**src/rtl/alarm_pkg.sv**
```systemverilog
// Shared types and defaults for the alarm register bank and its scan sequencer.
package alarm_pkg;

  typedef enum logic {
    IDLE = 1'b0,
    SCAN = 1'b1
  } scan_state_e;

  localparam int unsigned ALARM_WIDTH        = 13;
  localparam int unsigned ALARM_DEPTH        = 7;
  localparam int unsigned ALARM_SNOOZE_TICKS = 5;

endpackage

```
**src/rtl/alarm_scan_fsm.sv**
```systemverilog
// Scan sequencer: walks idx 0..DEPTH-1 once per Tick, queues one pending Tick
// and flags Overrun when a further Tick arrives while one is already queued.
module alarm_scan_fsm
  import alarm_pkg::*;
#(
  parameter int unsigned DEPTH = ALARM_DEPTH,
  parameter int unsigned SEL_W = (DEPTH > 1) ? $clog2(DEPTH) : 1
) (
  input  logic             clk,
  input  logic             rst,
  input  logic             tick,
  output logic [SEL_W-1:0] idx,
  output logic             busy,
  output logic             overrun
);

  localparam logic [SEL_W-1:0] LAST_IDX = SEL_W'(DEPTH - 1);

  scan_state_e state;
  logic        pending;

  always_ff @(posedge clk or posedge rst) begin
    if (rst) begin
      state   <= IDLE;
      idx     <= '0;
      busy    <= 1'b0;
      pending <= 1'b0;
      overrun <= 1'b0;
    end else begin
      case (state)
        IDLE: begin
          if (tick) begin
            state <= SCAN;
            idx   <= '0;
            busy  <= 1'b1;
          end
        end
        SCAN: begin
          if (idx == LAST_IDX) begin
            // The pending Tick is consumed by the restart, so a Tick landing
            // on the last compare simply becomes (or stays) the next pending one.
            if (pending || tick) begin
              idx     <= '0;
              pending <= pending && tick;
            end else begin
              state <= IDLE;
              idx   <= '0;
              busy  <= 1'b0;
            end
          end else begin
            idx <= idx + 1'b1;
            if (tick) begin
              if (pending) overrun <= 1'b1;
              else         pending <= 1'b1;
            end
          end
        end
        default: begin
          state <= IDLE;
          busy  <= 1'b0;
        end
      endcase
    end
  end

endmodule

```
**src/rtl/alarm_register_bank.sv**
```systemverilog
// DEPTH-entry alarm store with sequential Time compare per Tick.
// Optional snooze re-fire is built when ALARM_SNOOZE_EN is defined.
module alarm_register_bank
  import alarm_pkg::*;
#(
  parameter int unsigned WIDTH = ALARM_WIDTH,
  parameter int unsigned DEPTH = ALARM_DEPTH,
  parameter int unsigned SEL_W = (DEPTH > 1) ? $clog2(DEPTH) : 1
`ifdef ALARM_SNOOZE_EN
  ,
  parameter int unsigned SNOOZE_TICKS = ALARM_SNOOZE_TICKS
`endif
) (
  input  logic                   Clock,
  input  logic                   Clear,
  input  logic                   Enable,
  input  logic                   Disarm,
  input  logic [SEL_W-1:0]       STO,
  input  logic [WIDTH-1:0]       D,
  input  logic [WIDTH-1:0]       Time,
  input  logic                   Tick,
`ifdef ALARM_SNOOZE_EN
  input  logic                   Snooze,
`endif
  output logic [DEPTH*WIDTH-1:0] Q_flat,
  output logic [DEPTH-1:0]       Valid,
  output logic                   Hit,
  output logic [SEL_W-1:0]       Hit_idx,
  output logic                   Busy,
  output logic                   Overrun
);

  logic [WIDTH-1:0] entries [DEPTH];
  logic [SEL_W-1:0] scan_idx;
  logic             sto_ok;
  logic             match;

  assign sto_ok = (32'(STO) < DEPTH);
  assign match  = Busy && Valid[scan_idx] && (entries[scan_idx] == Time);

  alarm_scan_fsm #(
    .DEPTH (DEPTH),
    .SEL_W (SEL_W)
  ) u_scan (
    .clk     (Clock),
    .rst     (Clear),
    .tick    (Tick),
    .idx     (scan_idx),
    .busy    (Busy),
    .overrun (Overrun)
  );

  always_ff @(posedge Clock or posedge Clear) begin
    if (Clear) begin
      for (int unsigned i = 0; i < DEPTH; i++) entries[i] <= '0;
      Valid <= '0;
    end else if (sto_ok) begin
      if (Enable) begin
        entries[STO] <= D;
        Valid[STO]   <= 1'b1;
      end else if (Disarm) begin
        Valid[STO] <= 1'b0;
      end
    end
  end

  always_comb begin
    Q_flat = '0;
    for (int unsigned i = 0; i < DEPTH; i++) Q_flat[i*WIDTH +: WIDTH] = entries[i];
  end

`ifdef ALARM_SNOOZE_EN
  localparam int unsigned CNT_W = $clog2(SNOOZE_TICKS + 1);

  logic [SEL_W-1:0] last_idx;
  logic [SEL_W-1:0] snz_idx;
  logic [CNT_W-1:0] snz_cnt;
  logic             have_hit;
  logic             snz_armed;
  logic             snz_load;
  logic             snz_cancel;
  logic             snz_fire;

  assign snz_load   = Snooze && (Hit || have_hit);
  assign snz_cancel = snz_armed && Disarm && !Enable && sto_ok && (STO == snz_idx);
  assign snz_fire   = snz_armed && Tick && (snz_cnt == CNT_W'(1)) && !snz_load && !snz_cancel;

  always_ff @(posedge Clock or posedge Clear) begin
    if (Clear) begin
      last_idx  <= '0;
      snz_idx   <= '0;
      snz_cnt   <= '0;
      have_hit  <= 1'b0;
      snz_armed <= 1'b0;
    end else begin
      if (Hit) begin
        last_idx <= Hit_idx;
        have_hit <= 1'b1;
      end
      if (snz_load) begin
        snz_idx   <= Hit ? Hit_idx : last_idx;
        snz_cnt   <= CNT_W'(SNOOZE_TICKS);
        snz_armed <= 1'b1;
      end else if (snz_cancel) begin
        snz_armed <= 1'b0;
      end else if (snz_armed && Tick) begin
        snz_cnt <= snz_cnt - 1'b1;
        if (snz_cnt == CNT_W'(1)) snz_armed <= 1'b0;
      end
    end
  end
`endif

  always_ff @(posedge Clock or posedge Clear) begin
    if (Clear) begin
      Hit     <= 1'b0;
      Hit_idx <= '0;
    end else if (match) begin
      Hit     <= 1'b1;
      Hit_idx <= scan_idx;
`ifdef ALARM_SNOOZE_EN
    // A back-to-back scan's last compare owns this slot; the re-fire yields to it.
    end else if (snz_fire) begin
      Hit     <= 1'b1;
      Hit_idx <= snz_idx;
`endif
    end else begin
      Hit <= 1'b0;
    end
  end

endmodule

```
**config.mk**
```make
export PLATFORM = sky130hd
export DESIGN_NAME = alarm_register_bank
export DESIGN_NICKNAME = d
export VERILOG_FILES = /design/src/rtl/alarm_pkg.sv /design/src/rtl/alarm_scan_fsm.sv /design/src/rtl/alarm_register_bank.sv
export SDC_FILE = /design/constraint.sdc
export NUM_CORES = 1
export LEC_CHECK = 0
export CORE_ASPECT_RATIO = 1.1
export CORE_MARGIN = 3
export CORE_UTILIZATION = 59
export CTS_CLUSTER_DIAMETER = 50
export CTS_CLUSTER_SIZE = 40
export DETAILED_ROUTE_END_ITERATION = 8
export DONT_BUFFER_PORTS = 1
export PLACE_DENSITY_LB_ADDON = 0.12
export SYNTH_ARGS = -nofsm -noshare
export SYNTH_HDL_FRONTEND = slang
export SYNTH_SLANG_ARGS = --single-unit
```
**constraint.sdc**
```tcl
create_clock -name Clock -period 10.9 [get_ports Clock]
set_clock_uncertainty 0.2 [all_clocks]
set_input_delay 2.725 -clock Clock [delete_from_list [all_inputs] [get_ports Clock]]
set_output_delay 2.725 -clock Clock [all_outputs]
set_load 0.1 [all_outputs]
```
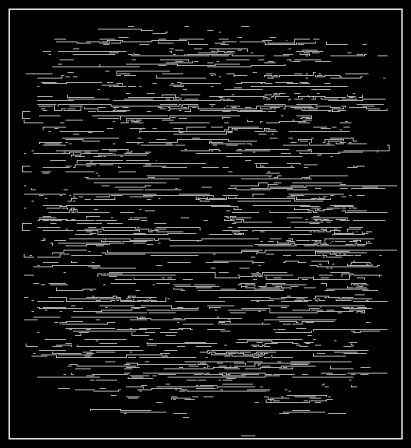
**Above:** run 1 (metal 1).
nets with wire on the layer: 398
wire length on this layer: 5,080 microns

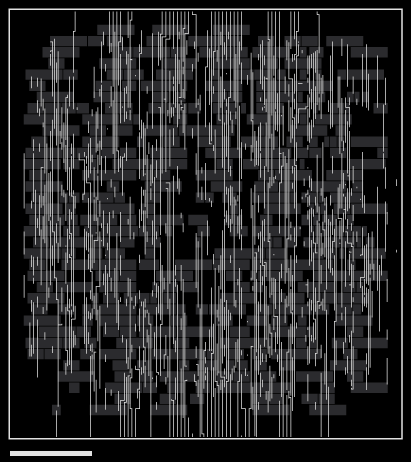
**Above:** run 1 (the metal 2 layer).
Bar = 20 microns. Cells faint in the background.
main direction: vertical
share of all routed wire: 48%
nets with wire on the layer: 388

==> summary.txt, run 1 <==
Combinational gate area: 2300 sq um
Final #Nets: 434
Fin. Hold Viols: 0
Hold Crit Start: u_scan.pending
Drt wl/cell: 24.7 microns
R2r setup slk: 7.25 ns
Post CTS Setup Buffer Count: 0
Slew headroom: 23.8%
Met1 usage: 33.6%
Post-route worst setup slack: 6.62 ns
Mapped Area: 5160 sq um
Top non-seq family: multiplexers
Levels on crit path: 0
# diodes: 0
Seq/Total Area, Yosys: 52.8%
Met2 wire length: 6180 microns
Overflow after GRT: 0
Reg clk slew, reported paths: 0.10 ns
Syn nets: 440
Setup TNS Final: 0 ns
CTS tree: built
Vias in the first global route: 3,466
Longest Clk Path Bufs: 2
Max Clock Freq: 0.234 GHz
IO Port Bufs: 0
Layout Cells excl Fill: 516
DR vias: 3,294
Clock Network Area Fraction: 3.15%
# H-tree levels: 3
Tapcells: 111
Clk latency late pin: 0.37 ns
Reg2reg start: u_scan.idx[1]
Max-slew violation count: 0
CTS Hold Buffers Added: 0
IO Count: 138
GRT Total Usage: 26.3%
Drt initial violations: 140
Worst setup path endpoint: Q_flat[70]
Hold path cells: 2
FP Rows: 35
Placed Area: 5240 sq um
Finished Cell Area: 5410 sq um
Max-cap check violation count: 0
ANT nets after route: 0
Flop count: 109
GR Util met2: 40.9%
Die width: 95.2 microns
CTS Root Buffer Type: clkbuf_8
MI comb cells: 271
Fin crit period: 4.28 ns
Die height: 104 microns
Inst Count DP: 500
WS Path Type: flop to primary output
Setup WS pre-CTS: 6.27 ns
Final HPWL DP: 8680 microns
Cell Type Count: 37
R2r worst-path depth: 8
Yosys cell count: 406
Chip area: 9910 sq um
Top sig layer: met4
Sink Count: 109
Via/cell ratio: 6.38
Comb area share: 42.6%
Flops after synth: 109
Status: finished, final reports clean
RSZ-0062 raised after global routing: false
XOR/XNOR Area Share: 2.20%
Largest fanout on the critical path: 3
Final core utilization: 64.0%
Most used flip-flop cell after synthesis: dfrtp_1
FF-to-FF End: Hit_idx[2]
Least-Margin Pin Slew: 1.14 ns
Initial antenna violation count: 0
GR Util met3: 9.99%
WHS: 0.380 ns
Yosys aoi share: 7.75%
First drt pass iteration count: 4
Fill count: 671
# DRC: 0
Top class by area: flip-flops and latches
Fraction of layout cells with a size suffix above 1: 30.6%
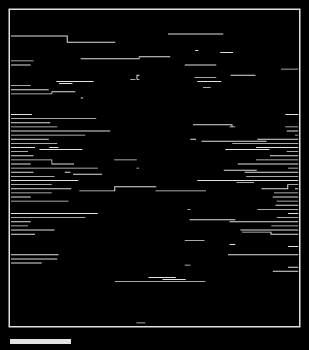
**Above:** run 1 (M3 wires).
Bar = 20 microns.
main direction: horizontal
share of all routed wire: 9.6%

==> run 1: Yosys cell counts, types with 9 or more instances <==
library cell	n	area (sq um)
xnor2_1	12	105
nor2b_1	14	87.6
mux2_2	93	1050
nand2_1	12	45.0
a22o_1	13	114
a211oi_1	12	90.1
nor3_1	13	65.1
nor2_1	9	33.8
clkbuf_1	13	48.8
a21oi_1	17	85.1
dfrtp_1	109	2730
mux2i_1	27	270
o21ai_0	12	60.1
==> run 1: state kept, by name, summed over array words and instances, names as in the netlist, named ones only <==
signal and count:
u_scan.pending 1, u_scan.overrun 1, u_scan.idx 3, u_scan.state 1
Q_flat 91, Hit 1, u_scan.busy 1, Hit_idx 3
**Run 1: congestion heat map**

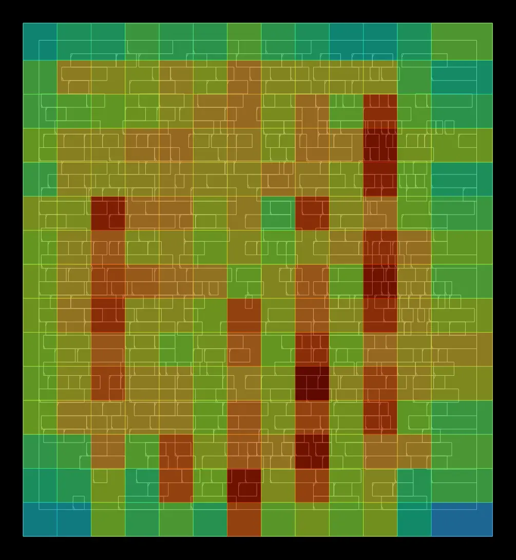

==> run 2, diff against run 1 <==
==> constraint.sdc (replaced) <==
create_clock -name Clock -period 4.4 [get_ports Clock]
set_clock_uncertainty 0.2 [all_clocks]
set_input_delay 1.1 -clock Clock [delete_from_list [all_inputs] [get_ports Clock]]
set_output_delay 1.1 -clock Clock [all_outputs]
set_load 0.1 [all_outputs]
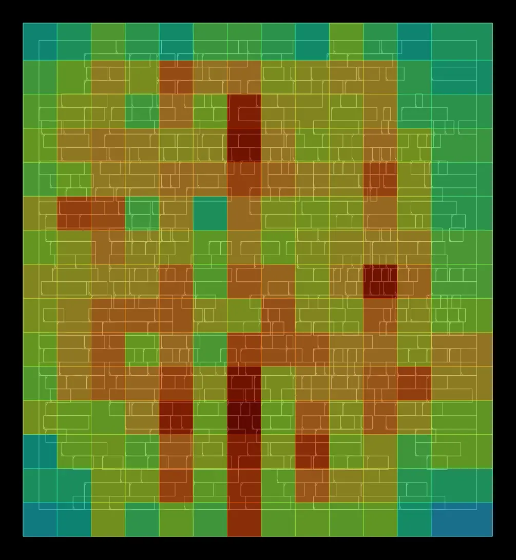
**Above:** run 2 (congestion heat map).
final core utilization: 65.5%
GRT Total Usage: 26.6%
met1 usage: 34.7%

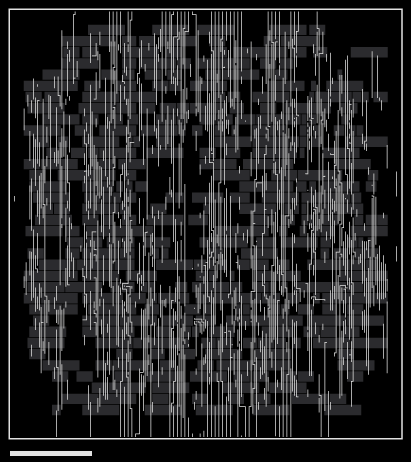
**Above:** run 2 (the metal 2 layer).
Bar = 20 microns. Cells faint in the background.
longest straight run: 54.4 microns
share of all routed wire: 49%
nets with wire on the layer: 400
main direction: vertical

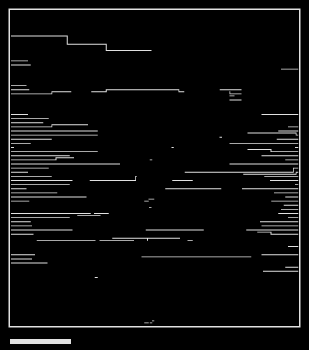
**Above:** run 2 (M3 wires).
Bar = 20 microns.
longest straight run: 35.9 microns
nets with wire on the layer: 85
wire length on this layer: 1,120 microns
share of all routed wire: 8.8%

==> run 2 against run 1 <==
Effect of this change: synthesized cell count unchanged; routed wire length increased by 0.49%; highest routed layer unchanged.
==> summary.txt, run 2 <==
Final #Nets: 443
# DRC: 0
FP Rows: 35
HP Class: flop to flop
R2r setup slk: 1.14 ns
ANT nets after route: 0
Layout Cells excl Fill: 523
Placed Area: 5300 sq um
Dominant cell type by area after synthesis: dfrtp_1
Mapped Area: 5160 sq um
Post-synth top cells: dfrtp_1 (109), mux2_2 (93), mux2i_1 (27)
FF-to-FF End: Hit_idx[2]
Syn nets: 440
IO Count: 138
Max FFs per register: 91
Top non-seq family: multiplexers
Status: finished, final reports clean
Post-route worst setup slack: 1.14 ns
CTS tree: built
Top sig layer: met4
# H-tree levels: 3
Fin. Hold Viols: 0
Via/cell ratio: 6.36
Area share, top type: 52.8%
WHS: 0.385 ns
Setup crit end kind: flop
Yosys cell count: 406
GR Util met2: 42.2%
Chip area: 9910 sq um
Die width: 95.2 microns
Drt initial violations: 168
Levels on crit path: 8
R2r worst-path depth: 8
Top cells by area: dfrtp_1 (53%), mux2_2 (20%), mux2i_1 (5.2%), a22o_1 (2.2%), xnor2_1 (2.0%)
Post CTS Setup Buffer Count: 0
Max-slew violation count: 0
CTS Hold Buffers Added: 0
Fraction of layout cells with a size suffix above 1: 32.3%
Reg clk slew, reported paths: 0.09 ns
IO Port Bufs: 0
Drt wl/cell: 24.5 microns
Sink Count: 109
Met2 wire length: 6230 microns
First drt pass iteration count: 4
Finished Cell Area: 5540 sq um
DR vias: 3,326
WS Path Type: flop to flop
Yosys aoi share: 7.75%
Overflow after GRT: 0
CTS Root Buffer Type: clkbuf_8
Flops after synth: 109
RSZ-0062 raised after global routing: false
Max Clock Freq: 0.307 GHz
Cell Type Count: 37
Die height: 104 microns
Reg2reg start: u_scan.idx[1]
Setup WS pre-CTS: 1.16 ns
Setup TNS Final: 0 ns
Most used flip-flop cell after synthesis: dfrtp_1
Slew headroom: 29.7%
Fin crit period: 3.26 ns
Initial antenna violation count: 0
Inst Count DP: 509
Largest fanout on the critical path: 28
Worst setup path endpoint: Hit_idx[2]
Seq/Total Area, Yosys: 52.8%
Clk latency late pin: 0.35 ns
XOR/XNOR Area Share: 2.20%
GR Util met3: 8.97%
Vias in the first global route: 3,577
## run 2: cell counts after synthesis
No cell type changed its count.
## run 2: how the worst min path moves through the flow
stage	start	endpoint	cells past startpoint
after global routing	u_scan.pending	u_scan.pending	2
after global placement	u_scan.pending	u_scan.pending	2
final	u_scan.pending	u_scan.pending	2
after CTS	u_scan.pending	u_scan.pending	2
after detailed placement	u_scan.pending	u_scan.pending	2
after floorplan	u_scan.pending	u_scan.pending	2
## run 2: area by class of cell
cell class,instances,area (sq um)
flip-flops and latches,109,2730
multi-input cells,271,2300
clock inverters,4,97.6
inverters,2,10.0
fillers,637,2910
clock buffers,10,138
well taps,111,139
repair buffers,16,120
